`config.mk`:
```
export PLATFORM = sky130hd
export DESIGN_NAME = stopwatch_lap
export DESIGN_NICKNAME = d
export VERILOG_FILES = /design/src/rtl/stopwatch_lap.sv
export SDC_FILE = /design/constraint.sdc
export NUM_CORES = 1
export LEC_CHECK = 0
export CAP_MARGIN = 25
export CORE_MARGIN = 2
export CORE_UTILIZATION = 39
export DETAILED_ROUTE_END_ITERATION = 10
export PLACE_DENSITY_LB_ADDON = 0.2
export SLEW_MARGIN = 20
export SYNTH_ARGS = -nofsm -noshare
export SYNTH_HDL_FRONTEND = slang
export SYNTH_SLANG_ARGS = --single-unit
```
`constraint.sdc`:
```
create_clock -name clk -period 2.92 [get_ports clk]
set_input_delay 0.876 -clock clk [delete_from_list [all_inputs] [get_ports clk]]
set_output_delay 0.876 -clock clk [all_outputs]
set_load 0.02 [all_outputs]
```
`src/rtl/stopwatch_lap.sv`:
```
// BCD stopwatch with debounced start/stop and lap/clear keys, lap freeze
// and a one-cycle wrap pulse when the count rolls over from all-9s.
module stopwatch_lap #(
    parameter int CLK_FREQ        = 50_000_000,
    parameter int TICK_HZ         = 100,
    parameter int DIGITS          = 6,
    parameter int DEBOUNCE_CYCLES = 500_000
) (
    input  logic                  clk,
    input  logic                  rst_n,
    input  logic                  KEY0,
    input  logic                  KEY1,
    output logic [4*DIGITS-1:0]   disp,
    output logic                  running,
    output logic                  lap,
    output logic                  overflow
);

    localparam int CLK_DIV = CLK_FREQ / TICK_HZ;
    localparam int PW      = (CLK_DIV > 1) ? $clog2(CLK_DIV) : 1;
    localparam int DW      = $clog2(DEBOUNCE_CYCLES + 1);

    typedef enum logic [1:0] {IDLE, RUN, STOP, LAP} state_t;

    state_t               state;
    logic [1:0]           s1, s2, db, dbd, ev;
    logic [DW-1:0]        dcnt [2];
    logic [PW-1:0]        pre, pre_n;
    logic [4*DIGITS-1:0]  count, inc, adv, lapreg;
    logic                 cy, tick, e0, e1;

    // Bit 0 is KEY0, bit 1 is KEY1; keys idle high, so flops reset to 1.
    always_ff @(posedge clk or negedge rst_n) begin
        if (!rst_n) begin
            s1      <= '1;
            s2      <= '1;
            db      <= '1;
            dbd     <= '1;
            ev      <= '0;
            dcnt[0] <= '0;
            dcnt[1] <= '0;
        end else begin
            s1  <= {KEY1, KEY0};
            s2  <= s1;
            dbd <= db;
            ev  <= dbd & ~db;
            for (int unsigned i = 0; i < 2; i++) begin
                if (s2[i] != db[i]) begin
                    if (dcnt[i] == DW'(DEBOUNCE_CYCLES - 1)) begin
                        db[i]   <= s2[i];
                        dcnt[i] <= '0;
                    end else begin
                        dcnt[i] <= dcnt[i] + DW'(1);
                    end
                end else begin
                    dcnt[i] <= '0;
                end
            end
        end
    end

    // Ripple-carry BCD increment; cy is left high only for an all-9s count.
    always_comb begin
        inc = count;
        cy  = 1'b1;
        for (int unsigned i = 0; i < DIGITS; i++) begin
            if (cy) begin
                if (count[4*i +: 4] == 4'd9) begin
                    inc[4*i +: 4] = 4'd0;
                end else begin
                    inc[4*i +: 4] = count[4*i +: 4] + 4'd1;
                    cy            = 1'b0;
                end
            end
        end
    end

    assign tick  = (pre == PW'(CLK_DIV - 1));
    assign pre_n = tick ? '0 : pre + PW'(1);
    assign adv   = tick ? inc : count;
    assign e0    = ev[0];
    assign e1    = ev[1] & ~ev[0];

    always_ff @(posedge clk or negedge rst_n) begin
        if (!rst_n) begin
            state    <= IDLE;
            pre      <= '0;
            count    <= '0;
            lapreg   <= '0;
            disp     <= '0;
            running  <= 1'b0;
            lap      <= 1'b0;
            overflow <= 1'b0;
        end else begin
            overflow <= 1'b0;
            case (state)
                IDLE: begin
                    pre  <= '0;
                    disp <= count;
                    if (e0) begin
                        state   <= RUN;
                        running <= 1'b1;
                    end
                end
                RUN: begin
                    pre      <= pre_n;
                    count    <= adv;
                    overflow <= tick & cy;
                    if (e0) begin
                        state   <= STOP;
                        running <= 1'b0;
                        disp    <= adv;
                    end else if (e1) begin
                        // Snapshot takes the pre-increment value on a tick edge.
                        state  <= LAP;
                        lap    <= 1'b1;
                        lapreg <= count;
                        disp   <= count;
                    end else begin
                        disp <= adv;
                    end
                end
                LAP: begin
                    pre      <= pre_n;
                    count    <= adv;
                    overflow <= tick & cy;
                    if (e0) begin
                        state   <= STOP;
                        running <= 1'b0;
                        lap     <= 1'b0;
                        disp    <= adv;
                    end else if (e1) begin
                        state <= RUN;
                        lap   <= 1'b0;
                        disp  <= adv;
                    end else begin
                        disp <= lapreg;
                    end
                end
                STOP: begin
                    if (e0) begin
                        state   <= RUN;
                        running <= 1'b1;
                        disp    <= count;
                    end else if (e1) begin
                        state <= IDLE;
                        count <= '0;
                        pre   <= '0;
                        disp  <= '0;
                    end else begin
                        disp <= count;
                    end
                end
                default: begin
                    state   <= IDLE;
                    running <= 1'b0;
                    lap     <= 1'b0;
                end
            endcase
        end
    end

endmodule

```
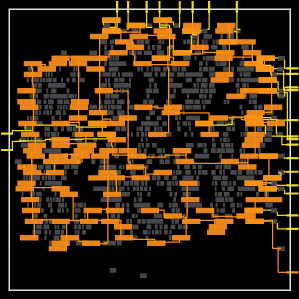
Figure 1: port wiring.
Scale: 2 px per µm.
disp -> yellow  # bits 24, direction output, edge 14 right, 8 top, 2 left, end cells 24, buffers 24, wire 460 µm
rst_n -> orange  # bits 1, direction input, edge right, end cells 144, buffers 4, wire 1210 µm
Ports: 31
I/O Buffers: 30

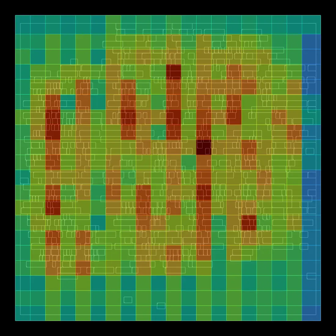
Figure 2: routing congestion map.
met2 Usage GRT: 27.2%
routed length per instance: 15.7 µm

-- worst max-delay path, delay by kind of cell, from the launching register on --
| kind | cells | cell delay [ns] |
|---|---|---|
| AND-OR/OR-AND | 1 | 0.11 |
| flip-flops | 1 | 0.41 |
| AND/OR/NAND/NOR | 4 | 1.72 |
| adder cells (fa/ha/maj) | 1 | 0.22 |
-- how the worst max path moves through the flow --
stage / slack [ns] / from / to / depth (start not counted)
after floorplan: 0.86 / pre[0] / pre[3] / 9
after global placement: 0.46 / pre[0] / disp[4] / 6
after detailed placement: 0.38 / pre[0] / pre[12] / 6
after CTS: 0.36 / pre[0] / pre[12] / 6
after global routing: 0.15 / pre[0] / disp[4] / 6
final: 0.36 / pre[0] / disp[4] / 6
-- metal layers --
layer  global-route usage, %  up-vias
met5                       0        -
met4                    5.84        0
met3                    2.96       21
met2                    27.2       83
met1                    21.9     2609
li1                        -     2572
-- sequential cells by signal (all words and copies together), names as in the netlist --
register and cells:
dbd 2, overflow 1, ev 2, s2 2, state 2, running 1
disp 24, s1 2, lapreg 24, count 24, db 2, lap 1
pre 19, dcnt 38
-- logic make-up (layout without fill, tap and decap cells) --
logic type / Yosys count / in the layout / synth area share [%]
and+or+nand+nor: 274 / 274 / 20.1
DFF: 144 / 144 / 50.3
AOI/OAI and AO/OA: 137 / 137 / 12.0
buffers and inverters: 57 / 95 / 3.73
muxes: 42 / 42 / 6.34
xor gates and xnor gates: 40 / 40 / 4.88
adders and majority gates: 15 / 15 / 2.61
-- placed cells by master, fill, tap and decap left out, drive strengths merged, types with 16 or more instances in the layout --
master and count:
o21ai 52, mux2 28, clkbuf 20, nand2 60
nand3 40, inv 20, a21oi 27, xor2 24
nor3 18, nor2 73, clkdlybuf4s50 29, xnor2 16
buf 16, dfrtp 136
==> results.sh <==
# physical design summary
export IMPL_finalNonFillerCells=976
export IMPL_num_multi_input_gates=508
export IMPL_hold_depth=0
export IMPL_area_delta_synth_final_pct=15.2
export IMPL_synthesis_area_um2=7180
export IMPL_warning_count=32
export IMPL_cpPeakStageDelay_ns=0.68
export IMPL_pg_seq_mw=2.02
export IMPL_ys_area_um2=7180
export IMPL_via_count=5285
export IMPL_numCtsBuffers=17
export IMPL_pwr_share_seq_pct=48.8
export IMPL_yosys_area_top_type="dfrtp_1"
export IMPL_fin_skew_ns=0.00677
export IMPL_postCtsSetupRepairBufs=0
export IMPL_topCellsByArea="dfrtp_1 47%, mux2_2 4.4%, nor2_1 3.8%"
export IMPL_p_leak_nw=3.64
export IMPL_grt_pass1_wl_um=26300
export IMPL_ant_nets=0
export IMPL_clk_share_pct=6.74
export IMPL_firstDrtPassIters=4
export IMPL_pwr_share_comb_pct=1.7
export IMPL_top_cells_by_count="136 x dfrtp_1, 73 x nor2_1, 60 x nand2_1, 51 x o21ai_0, 40 x nand3_1"
export IMPL_yosysTopAreaCellShare_pct=47.4
export IMPL_total_power_mw=4.13
export IMPL_drt_iter0_markers=316
export IMPL_power_top_group="the clock network"
export IMPL_synth_cell_type_count=57
export IMPL_comb_share_pct=40.0
export IMPL_drc=0
export IMPL_path_cells="ha_1 -> and4_1 -> and3_1 -> nand2_1 -> or4_1 -> o211ai_1"
export IMPL_critPathRequiredTime_ns=3.26
export IMPL_regArea_um2=3610
export IMPL_flops=144
export IMPL_first_global_vias=5254
export IMPL_overflow=0
export IMPL_ir_drop_mv=0.382
export IMPL_clockRootBuffer="clkbuf_16"
export IMPL_wl_um=15300
export IMPL_async_flop_share_pct=100
export IMPL_path_clk_slew_ns=0.06
export IMPL_p_clk_mw=2.04
export IMPL_cts_hold_buffers=0
export IMPL_cellPowerDensity_nw_per_um2=499
export IMPL_stdcell_area_um2=8280
export IMPL_p_sw_mw=0.910
export IMPL_setup_viol=0
export IMPL_fmax_ghz=0.391
export IMPL_dpl_cell_area_um2=7720
export IMPL_rows=49
export IMPL_drv_slew=0
export IMPL_path_max_fanout=17
export IMPL_seq_cell_share_pct=43.7
export IMPL_worst_slew_pin_slew_ns=0.752
export IMPL_n_antenna_cell=0
export IMPL_cts_tree="yes"
export IMPL_wl_met3_um=449
export IMPL_endpoint_kind="flip-flop"
export IMPL_taps=229
export IMPL_status="complete, no violations"
export IMPL_clk_path_buf_depth=2
export IMPL_whs_ns=0.360
export IMPL_die_area_um2=19500
export IMPL_rsz0062_at_grt="no"
export IMPL_highest_layer="met4"
export IMPL_dieHeight_um=140
export IMPL_avgSynthCellArea_um2=10.1
export IMPL_timing_final_crit_share_pct=87.5
export IMPL_clock_latency_ns=0.42
export IMPL_drive_gt1_share_pct=12.9
export IMPL_nNonClkInverters=18
export IMPL_combGateArea_um2=3310
export IMPL_hold_viol_final=0
export IMPL_finalCriticalPeriod_ns=2.56
export IMPL_ys_cells=709
export IMPL_reg2regPathDepth=6
export IMPL_min_from="s1[0]"
export IMPL_max_slew_margin_rel_pct=49.8
export IMPL_setup_slack_ns=0.364
export IMPL_maxCapViolCount=0
export IMPL_via_per_inst=5.41
export IMPL_antenna_found_initial=0
export IMPL_core_area_um2=18000
export IMPL_buffer_area_share_pct=5.31
export IMPL_wl_met2_um=7420
export IMPL_yosysMostFrequentCell="dfrtp_1"
